<file path="config.mk">
export PLATFORM = sky130hd
export DESIGN_NAME = wb_syscall_unit
export DESIGN_NICKNAME = d
export VERILOG_FILES = /design/src/rtl/wb_sys_pkg.sv /design/src/rtl/wb_result_mux.sv /design/src/rtl/wb_syscall_unit.sv
export SDC_FILE = /design/constraint.sdc
export NUM_CORES = 1
export LEC_CHECK = 0
export CORE_AREA = 2 2 142 144
export CTS_CLUSTER_SIZE = 10
export DETAILED_ROUTE_END_ITERATION = 10
export DIE_AREA = 0 0 144 146
export PLACE_DENSITY_LB_ADDON = 0.05
export SLEW_MARGIN = 20
export SYNTH_ARGS = -nofsm -noshare
export SYNTH_HDL_FRONTEND = slang
export SYNTH_HIERARCHICAL = 1
export SYNTH_SLANG_ARGS = --single-unit
</file>
<file path="constraint.sdc">
create_clock -name clk -period 2.5 [get_ports clk]
set_input_delay 0.375 -clock clk [delete_from_list [all_inputs] [get_ports clk]]
set_output_delay 0.375 -clock clk [all_outputs]
set_load 0.03 [all_outputs]
</file>
<file path="src/rtl/wb_sys_pkg.sv">
// ---------------------------------------------------------------------------
// wb_sys_pkg
// Shared constants and types for the writeback / system-call unit:
//   - SYSCALL service codes carried in $v0
//   - console event kind encoding driven on cons_kind
//   - instruction fields that identify a SYSCALL encoding
// ---------------------------------------------------------------------------
package wb_sys_pkg;

    // Service codes as they appear in $v0 (full 32-bit compare).
    localparam logic [31:0] SC_PRINT_INT  = 32'd1;
    localparam logic [31:0] SC_PRINT_STR  = 32'd4;
    localparam logic [31:0] SC_EXIT       = 32'd10;
    localparam logic [31:0] SC_PRINT_CHAR = 32'd11;
    localparam logic [31:0] SC_EXIT2      = 32'd17;
    localparam logic [31:0] SC_PRINT_HEX  = 32'd34;

    // SYSCALL is an R-type (SPECIAL opcode) with funct 0x0C.
    localparam logic [5:0] OPC_SPECIAL   = 6'h00;
    localparam logic [5:0] FUNCT_SYSCALL = 6'h0C;

    // Kind of console event reported alongside cons_data.
    typedef enum logic [1:0] {
        KIND_INT  = 2'd0,
        KIND_STR  = 2'd1,
        KIND_CHAR = 2'd2,
        KIND_HEX  = 2'd3
    } cons_kind_e;

    // True when the instruction word is a SYSCALL encoding.
    function automatic logic is_syscall_insn(input logic [31:0] insn);
        return (insn[31:26] == OPC_SPECIAL) && (insn[5:0] == FUNCT_SYSCALL);
    endfunction

endpackage

</file>
<file path="src/rtl/wb_result_mux.sv">
// ---------------------------------------------------------------------------
// wb_result_mux
// MemToReg result select for the writeback stage.
// Ports:
//   sel        in   1       1 selects read_data, 0 selects alu_out
//   read_data  in   DATA_W  data-memory read data
//   alu_out    in   DATA_W  ALU result
//   result     out  DATA_W  selected write-back value
// ---------------------------------------------------------------------------
module wb_result_mux #(
    parameter int DATA_W = 32
) (
    input  logic              sel,
    input  logic [DATA_W-1:0] read_data,
    input  logic [DATA_W-1:0] alu_out,
    output logic [DATA_W-1:0] result
);

    assign result = sel ? read_data : alu_out;

endmodule

</file>
<file path="src/rtl/wb_syscall_unit.sv">
// ---------------------------------------------------------------------------
// wb_syscall_unit
// Writeback stage of the pipelined MIPS core plus a clocked system-call unit.
// The write-back value is chosen by the MemToReg mux and fanned out, together
// with the destination register, to the register file and forwarding paths.
// A SYSCALL reaching writeback is decoded from $v0/$a0 into console events,
// a sticky halt with exit code, a sticky error flag and an accept counter.
// Ports:
//   clk, rst                 clock, synchronous active-high reset
//   mem_to_reg_w             result select (1 = read_data_w)
//   read_data_w, alu_out_w   mux data inputs
//   write_reg_w              destination register index
//   a0, v0                   syscall argument / service code
//   instruction_in           instruction currently in writeback
//   syscall_in               control-unit syscall flag
//   write_reg_w_out/_regs    destination copies (hazard unit / register file)
//   result_w, result_w_fwd,
//   result_w_fwd_mm          mux result and its EX / MEM forwarding copies
//   cons_valid/kind/data     one-cycle console event and its payload
//   halt, exit_code          sticky program exit and status
//   sc_error                 sticky unsupported-code flag
//   sc_count                 saturating count of accepted syscalls
// ---------------------------------------------------------------------------
module wb_syscall_unit
    import wb_sys_pkg::*;
#(
    parameter int DATA_W = 32,
    parameter int REG_W  = 5,
    parameter int CNT_W  = 16
) (
    input  logic              clk,
    input  logic              rst,
    input  logic              mem_to_reg_w,
    input  logic [DATA_W-1:0] read_data_w,
    input  logic [DATA_W-1:0] alu_out_w,
    input  logic [REG_W-1:0]  write_reg_w,
    input  logic [DATA_W-1:0] a0,
    input  logic [DATA_W-1:0] v0,
    input  logic [31:0]       instruction_in,
    input  logic              syscall_in,
    output logic [REG_W-1:0]  write_reg_w_out,
    output logic [DATA_W-1:0] result_w,
    output logic [DATA_W-1:0] result_w_fwd,
    output logic [REG_W-1:0]  write_reg_w_regs,
    output logic [DATA_W-1:0] result_w_fwd_mm,
    output logic              cons_valid,
    output logic [1:0]        cons_kind,
    output logic [31:0]       cons_data,
    output logic              halt,
    output logic [31:0]       exit_code,
    output logic              sc_error,
    output logic [CNT_W-1:0]  sc_count
);

    // ------------------------------------------------------------------
    // Result mux and fan-out (purely combinational)
    // ------------------------------------------------------------------
    wb_result_mux #(
        .DATA_W (DATA_W)
    ) u_result_mux (
        .sel       (mem_to_reg_w),
        .read_data (read_data_w),
        .alu_out   (alu_out_w),
        .result    (result_w)
    );

    assign result_w_fwd     = result_w;
    assign result_w_fwd_mm  = result_w;
    assign write_reg_w_out  = write_reg_w;
    assign write_reg_w_regs = write_reg_w;

    // ------------------------------------------------------------------
    // System-call unit
    // ------------------------------------------------------------------
    logic        accept;
    logic [31:0] code;
    logic [31:0] arg;

    // The syscall logic is defined on 32-bit registers.
    assign code = 32'(v0);
    assign arg  = 32'(a0);

    // Once halted the core is finished: later syscalls are fully ignored.
    assign accept = syscall_in && is_syscall_insn(instruction_in) && !halt;

    // NOTE: state registers use non-blocking (<=) so every register samples
    // the pre-edge values of the others, independent of statement order.
    always_ff @(posedge clk) begin
        if (rst) begin
            cons_valid <= 1'b0;
            cons_kind  <= KIND_INT;
            cons_data  <= '0;
            halt       <= 1'b0;
            exit_code  <= '0;
            sc_error   <= 1'b0;
            sc_count   <= '0;
        end else begin
            // Strobe by default; kind/data keep the last event's payload.
            cons_valid <= 1'b0;

            if (accept) begin
                if (sc_count != {CNT_W{1'b1}}) begin
                    sc_count <= sc_count + CNT_W'(1);
                end

                case (code)
                    SC_PRINT_INT: begin
                        cons_valid <= 1'b1;
                        cons_kind  <= KIND_INT;
                        cons_data  <= arg;
                    end
                    SC_PRINT_STR: begin
                        cons_valid <= 1'b1;
                        cons_kind  <= KIND_STR;
                        cons_data  <= arg;
                    end
                    SC_PRINT_CHAR: begin
                        cons_valid <= 1'b1;
                        cons_kind  <= KIND_CHAR;
                        cons_data  <= {24'b0, arg[7:0]};
                    end
                    SC_PRINT_HEX: begin
                        cons_valid <= 1'b1;
                        cons_kind  <= KIND_HEX;
                        cons_data  <= arg;
                    end
                    SC_EXIT: begin
                        halt      <= 1'b1;
                        exit_code <= '0;
                    end
                    SC_EXIT2: begin
                        halt      <= 1'b1;
                        exit_code <= arg;
                    end
                    default: begin
                        sc_error <= 1'b1;
                    end
                endcase
            end
        end
    end

endmodule

</file>
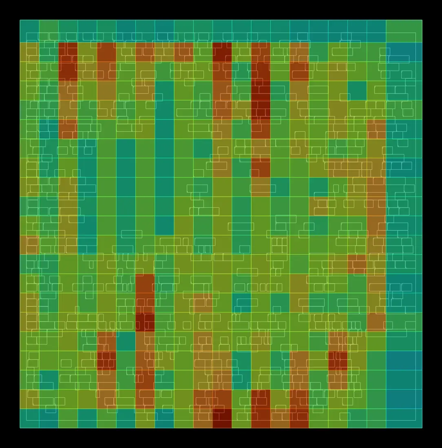
*Routing congestion, run 1*
Top Usage Layer GRT: met2
met2 usage: 27.1%
met3 usage: 4.64%
Final Core Density: 40.4%

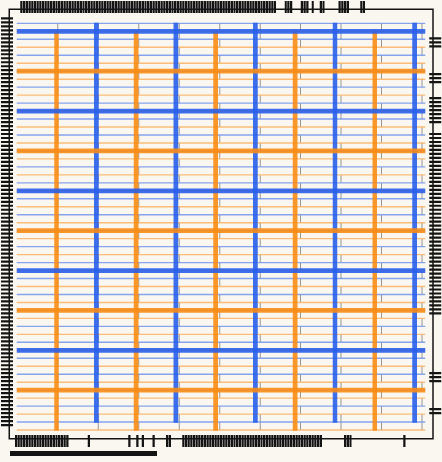
*PDN straps and rails, run 1*
Bar = 50 µm. Pins as bars on the die edge. Tap cells in grey.
- blue: VDD
- orange: VSS
- tap cells: 265
- signal pins: 360
- met1 rails: 52
- met5 straps: 10
- met4 straps: 10

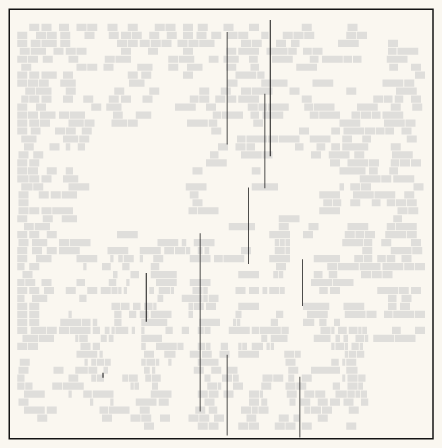
*The metal 4 layer, run 1*
Cells faint in the background.
- share of all routed wire: 1.8%
- longest straight run: 60.5 µm
wirelength, routed: 16.0 mm
Via Count: 4132

==> flow_summary.toml, run 1 <==
# yosys + openroad results
[setup_path]
cp-endpoint = "sc_count[8]"
r2r_start = "halt"
r2r_slack_ns = 0.39
worstSetupEndpointType = "register"
crit_top_cell = "buf_4"
cpMaxStageDelayCell = "a2111oi_0"
worstPathCellList = "clkdlybuf4s50_1, nor4bb_1, nand4_1, buf_4, a2111oi_0, buf_4, xnor2_1, nor2_1"
criticalPathCategory = "in2reg"
slowest_delay_ns = 0.47
reg2reg_to = "sc_count[8]"
reg2reg_depth = 7
arrival_ns = 2.46
crit_start = "instruction_in[2]"
path_max_fanout = 6
cp-start-kind = "primary input"
cp.required_ns = 2.72

[layout]
final_layout_size_suffix_gt1_share_pct = 15.2
flops = 85
nNetsFinal = 854
sh_comb_area_pct = 24.9
inverters = 6
biggestCellCategory = "non-clock buffers"
antennaDiodeCount = 0
mi_logic_area_um2 = 1950
clockNetworkAreaShare_pct = 3.59
area_growth_syn_to_layout_pct = 77.2
nFillCells = 1911
buffer_area_share_pct = 45.1
nClkBuffers = 9
comb_cells = 233
flop_area_um2 = 1700
finalNonFillerCells = 954
final_cell_area_um2 = 7810
seq_share_pct = 21.8
buffers = 349

[yosys]
synthCells = 426
synthTopLogicFamily = "AND-OR/OR-AND gates"
top_cell_area_share_pct = 38.6
syn_avg_cell_area_um2 = 10.3
synth_flops = 85
synth_top_cell_by_count = "dfxtp_1"
synthArstFlopShare_pct = 0
aoi_share_pct = 19.2
flop_cell = "dfxtp_1"
yosysTopAreaCell = "dfxtp_1"
ys_sh_adder_pct = 0.284
yosysCellCount = 426
synth_nets = 596
synthTopCellsByCount = "dfxtp_1 (85), buf_4 (75), a22o_1 (56)"
yosysWarningCount = 6
mux_share_pct = 11.5
area_leaders = "dfxtp_1 (39%), buf_4 (13%), a22o_1 (11%), mux2_4 (10%), nor2_1 (2.2%)"
synthXorXnorAreaFrac_pct = 2.19
ys_seq_share_pct = 38.6
ys_chip_area_um2 = 4410
simple_gate_share_pct = 10.8
edf_count = 0
synth_cell_types = 48
syn-cell-area_um2 = 4410

[global_route]
grt_overflow = 0
antenna_found_initial = 1
grt_first_pass_wirelength_mm = 24.1
grt_max_degree = 33
grtUsageTotal_pct = 14.9
grt_pass1_vias = 4278

[placement]
dpl.hpwl_mm = 12.7
place_inst = 938
io_buffers = 324
routabilityCongestion = 0.777
dpl_cell_area_um2 = 7530
dp_slack_ns = -0.125

[floorplanning]
top_level_ports = 360
core_um2 = 19300
fp_util_pct = 22.8
die_h_um = 146
die_area_um2 = 21000
num_rows = 51
die_w_um = 144
taps = 265

[final_timing]
period_needed_ns = 2.25
fin_ws_ns = 0.253
fmax_ghz = 0.445
rsz0062_at_grt = "no"
clock_skew_ns = 0.00873
relSlewSlack_pct = 47.9
finalSetupTns_ns = 0
hold_viol_final = 0
whs_ns = 0.476
worst_pin_slew_ns = 0.780
finalMaxSlewViolations = 0
finalCritPeriodShare_pct = 89.9
setup-violations-final = 0

[routing]
drc = 0
drt_iter0_markers = 76
first_pass_iters = 4
wire_per_inst_um = 16.7
viasPerCell = 4.33
antenna_left = 0

[pwr]
peakVddDrop_mv = 0.239
cellPowerDensity_nw_per_um2 = 459
p_leak_nw = 2.94
total_power_mw = 3.59

[cts]
worstSkewPairLatency_ns = 0.34
cts-resized-gates = 0
cts.hold.buffers_added = 0
clkTransAtPathRegs_ns = 0.07
root_buffer = "clkbuf_16"
post_cts_buffers = 0
tritoncts = "done"
cts_buffers = 9
cts_sinks = 85
clk_path_buf_depth = 2
cts-htree-levels = 3

[run]
log.warning_count = 46
maxCapViolCount = 0

[status]
outcome = "finished, final reports clean"

[hold_path]
hold_path.class = "reg2reg"
run 1: power breakdown:
part           switching [mW]  internal, mW
Combinational           0.442         0.491
Sequential         0.00000880          1.35
Clock                   0.612         0.689
run 1: critical path, delay by kind of cell:
kind,cells,cell delay (ns)
compound gates,1,0.47
xor+xnor,1,0.10
buf+inv,3,0.90
simple gates,3,0.63
run 1: cells in the final DEF, fill, tap and decap left out, types with 3 or more instances in the layout:
master	instances
a2111oi_0	3
inv_6	3
nand4_1	4
a22o_1	56
xnor2_1	10
inv_1	6
clkdlybuf4s50_1	308
nor2_1	25
dfxtp_1	85
clkbuf_16	9
nand2_1	7
nor2b_1	4
mux2_4	30
nand3_1	16
buf_12	11
nor4bb_1	3
a21bo_2	9
a21oi_1	13
nor3_1	4
buf_4	29
nor4_1	9
and3_1	3
a211oi_1	6
run 1: state kept, by name, summed over array words and instances (netlist names):
register / flops
sc_error: 1
sc_count: 16
exit_code: 32
halt: 1
cons_valid: 1
cons_data: 32
cons_kind: 2
run 1: routing by layer:
layer | GRT usage, % | routed length (µm) | vias up
li1 | - | - | 1992
met1 | 16.2 | 6170 | 1924
met2 | 27.1 | 8230 | 191
met3 | 4.64 | 1270 | 23
met4 | 4.61 | 283 | 2
met5 | 0 | 13 | -
run 1: worst min-delay path by stage:
stage,from,endpoint,slack (ns),depth (start not counted)
finish,cons_data[8],cons_data[8],0.48,1
global route,exit_code[10],exit_code[10],0.50,1
CTS,cons_data[9],cons_data[9],0.48,1
detailed placement,cons_data[15],cons_data[15],0.46,1
global placement,cons_kind[1],cons_kind[1],0.45,1
floorplan,a0[13],cons_data[13],0.50,1
### Signal wires by layer, run 1

Two of the layers only.
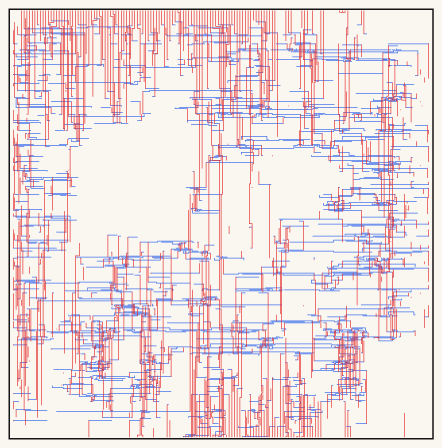

==> run 2: changes to the inputs <==
--- a/config.mk
+++ b/config.mk
@@ -5,10 +5,10 @@
 export SDC_FILE = /design/constraint.sdc
 export NUM_CORES = 1
 export LEC_CHECK = 0
-export CORE_AREA = 2 2 142 144
+export CORE_AREA = 2 2 140 142
 export CTS_CLUSTER_SIZE = 10
 export DETAILED_ROUTE_END_ITERATION = 10
-export DIE_AREA = 0 0 144 146
+export DIE_AREA = 0 0 142 144
 export PLACE_DENSITY_LB_ADDON = 0.05
 export SLEW_MARGIN = 20
 export SYNTH_ARGS = -nofsm -noshare
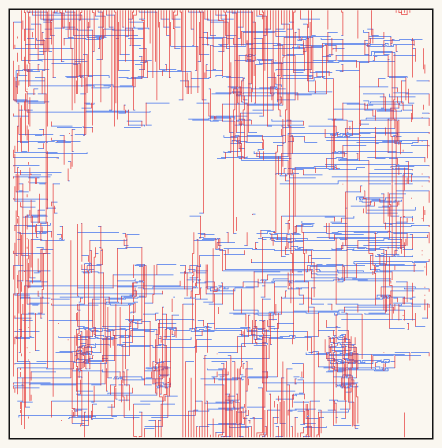
*Signal wires by layer, run 2*
Two of the layers only.
- red: metal 2 (wire length 8280 µm)
- blue: metal 1 (wire length 6600 µm)

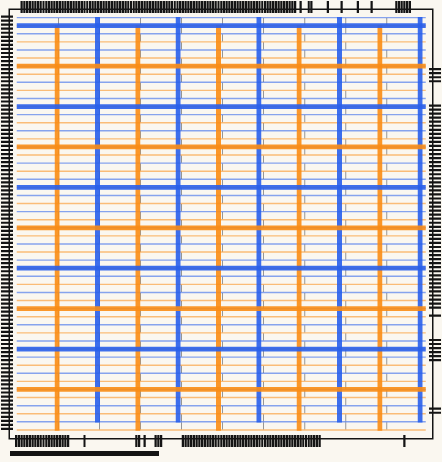
*PDN straps and rails, run 2*
Bar = 50 µm. Pins as bars on the die edge. Tap cells in grey.
- blue: VDD
- orange: VSS
- rows: 51
- met4 straps: 10

==> run 2 against run 1 <==
  * Highest routed layer is now met4
  * Synthesized cell count is the same
  * Largest cell class unchanged
  * Largest power group unchanged
  * Die size is 2.7% lower
  * Global-route usage is 0.16 points higher
==> flow_summary.toml, run 2 <==
# yosys + openroad results
[status]
outcome = "finished, final reports clean"

[global_route]
grt_pass1_vias = 4275
grt_use_met2_pct = 27.0
grtUsageMet3_pct = 4.24
grt_first_pass_wirelength_mm = 23.7
grt_overflow = 0
antenna_found_initial = 1
busiest_layer = "met2"

[setup_path]
cp-start-kind = "primary input"
worstSetupEndpointType = "register"
arrival_ns = 2.47
r2r_slack_ns = 0.45
crit_start = "instruction_in[31]"
slowest_delay_ns = 0.65
cpMaxStageDelayCell = "a2111oi_0"
criticalPathCategory = "in2reg"
cp.required_ns = 2.72
worstPathCellList = "clkdlybuf4s50_1, nor4b_1, nand4_1, buf_4, a2111oi_0, xnor2_1, nor2_1"
cp-endpoint = "sc_count[8]"
reg2reg_depth = 6
path_max_fanout = 12

[final_timing]
finalMaxSlewViolations = 0
finalSetupTns_ns = 0
fmax_ghz = 0.444
fin_ws_ns = 0.246
clock_skew_ns = 0.00565
relSlewSlack_pct = 44.3
worst_pin_slew_ns = 0.834
setup-violations-final = 0
hold_viol_final = 0
rsz0062_at_grt = "no"
period_needed_ns = 2.25

[run]
log.warning_count = 46
maxCapViolCount = 0

[floorplanning]
fp_util_pct = 23.1
die_area_um2 = 20400
core_um2 = 19100
top_level_ports = 360
die_h_um = 144

[layout]
layout_top_cells = "clkdlybuf4s50_1 (311), dfxtp_1 (85), a22o_1 (56)"
mi_logic_area_um2 = 1940
finalNonFillerCells = 931
mostFrequentLayoutCell = "clkdlybuf4s50_1"
final_util_pct = 40.6
area_growth_syn_to_layout_pct = 75.9
flop_area_um2 = 1700
nFillCells = 1844
final_layout_size_suffix_gt1_share_pct = 15.2
largestRegisters = "cons_data (32), exit_code (32), sc_count (16)"

[hold_path]
min_from = "cons_kind[1]"
hold_end = "cons_kind[1]"
min_path_cells = 1
hold_path.class = "reg2reg"

[routing]
highest_layer = "met4"
first_pass_iters = 4
drc = 0
drt_iter0_markers = 152
wire_per_inst_um = 17.3
wl_met2_mm = 8.28
dr_wl_met3_mm = 1.06
via_count = 4179
drt_wl_total_mm = 16.1
wl_met1_mm = 6.60
antenna_left = 0

[cts]
worstSkewPairLatency_ns = 0.34
cts-resized-gates = 0
clk_path_buf_depth = 2
cts-htree-levels = 3
root_buffer = "clkbuf_16"
cts_buffers = 9
cts_sinks = 85
tritoncts = "done"
post_cts_buffers = 0
clkTransAtPathRegs_ns = 0.07

[yosys]
syn_avg_cell_area_um2 = 10.3
synth_flops = 85
yosysTopAreaCell = "dfxtp_1"
ys_seq_share_pct = 38.6
top_cell_area_share_pct = 38.6
synth_nets = 596
area_leaders = "dfxtp_1 (39%), buf_4 (13%), a22o_1 (11%), mux2_4 (10%), nor2_1 (2.2%)"
yosysWarningCount = 6
synthArstFlopShare_pct = 0
synth_cell_types = 48
syn-cell-area_um2 = 4410
yosysCellCount = 426
synthTopCellsByCount = "dfxtp_1 (85), buf_4 (75), a22o_1 (56)"
flop_cell = "dfxtp_1"
synthCells = 426
ys_chip_area_um2 = 4410
edf_count = 0

[placement]
dpl_cell_area_um2 = 7480
io_buffers = 324
routabilityCongestion = 0.806
place_inst = 915
dp_slack_ns = -0.136
dpl.hpwl_mm = 12.7

[pwr]
cellPowerDensity_nw_per_um2 = 455
peakVddDrop_mv = 0.225
## run 2: cell count changes in the layout (fill, tap and decap cells not counted), sizes merged
| cell | change |
|---|---|
| buf | +1 |
| inv | -3 |
| clkbuf | +1 |
| diode | +1 |
| clkdlybuf4s50 | +3 |
| clkinv | +1 |
## run 2: worst max-delay path, delay by kind of cell
| kind | cells | cell delay, ns |
|---|---|---|
| AND-OR/OR-AND | 1 | 0.65 |
| buffers and inverters | 2 | 0.64 |
| AND/OR/NAND/NOR | 3 | 0.62 |
| XOR/XNOR | 1 | 0.19 |
## run 2: layout make-up
cell class	count	share of cell area, %
Clock buffer	10	3.08
Antenna cell	1	0.0323
Clock inverter	5	0.452
Inverter	6	0.290
Timing Repair Buffer	353	45.3
Sequential cell	85	21.9
Multi-Input combinational cell	233	25.0
Tap cell	238	3.84
## run 2: power breakdown
part / switching (mW) / internal [mW]
clock: 0.558 / 0.697
combinational: 0.442 / 0.482
sequential: 0.00000439 / 1.35
## run 2: kinds of logic (layout without fill, tap and decap cells)
kind of cell,count (synthesis),in the layout,share of synthesized area (%)
AND/OR/NAND/NOR,87,87,10.8
AND-OR/OR-AND,99,99,19.2
XOR/XNOR,11,11,2.19
buffers and inverters,108,374,17.4
other,0,1,0
flip-flops,85,85,38.6
adder cells (fa/ha/maj),1,1,0.284
multiplexers,35,35,11.5
## run 2: per-stage QoR
stage	power (mW)	hold WS (ns)
2_1_floorplan	1.95	0.500
3_3_place_gp	2.31	0.451
3_5_place_dp	2.31	0.463
4_1_cts	3.59	0.481
5_1_grt	3.69	0.492
6_report	3.53	0.474
Power and IR drop assume default switching activity.
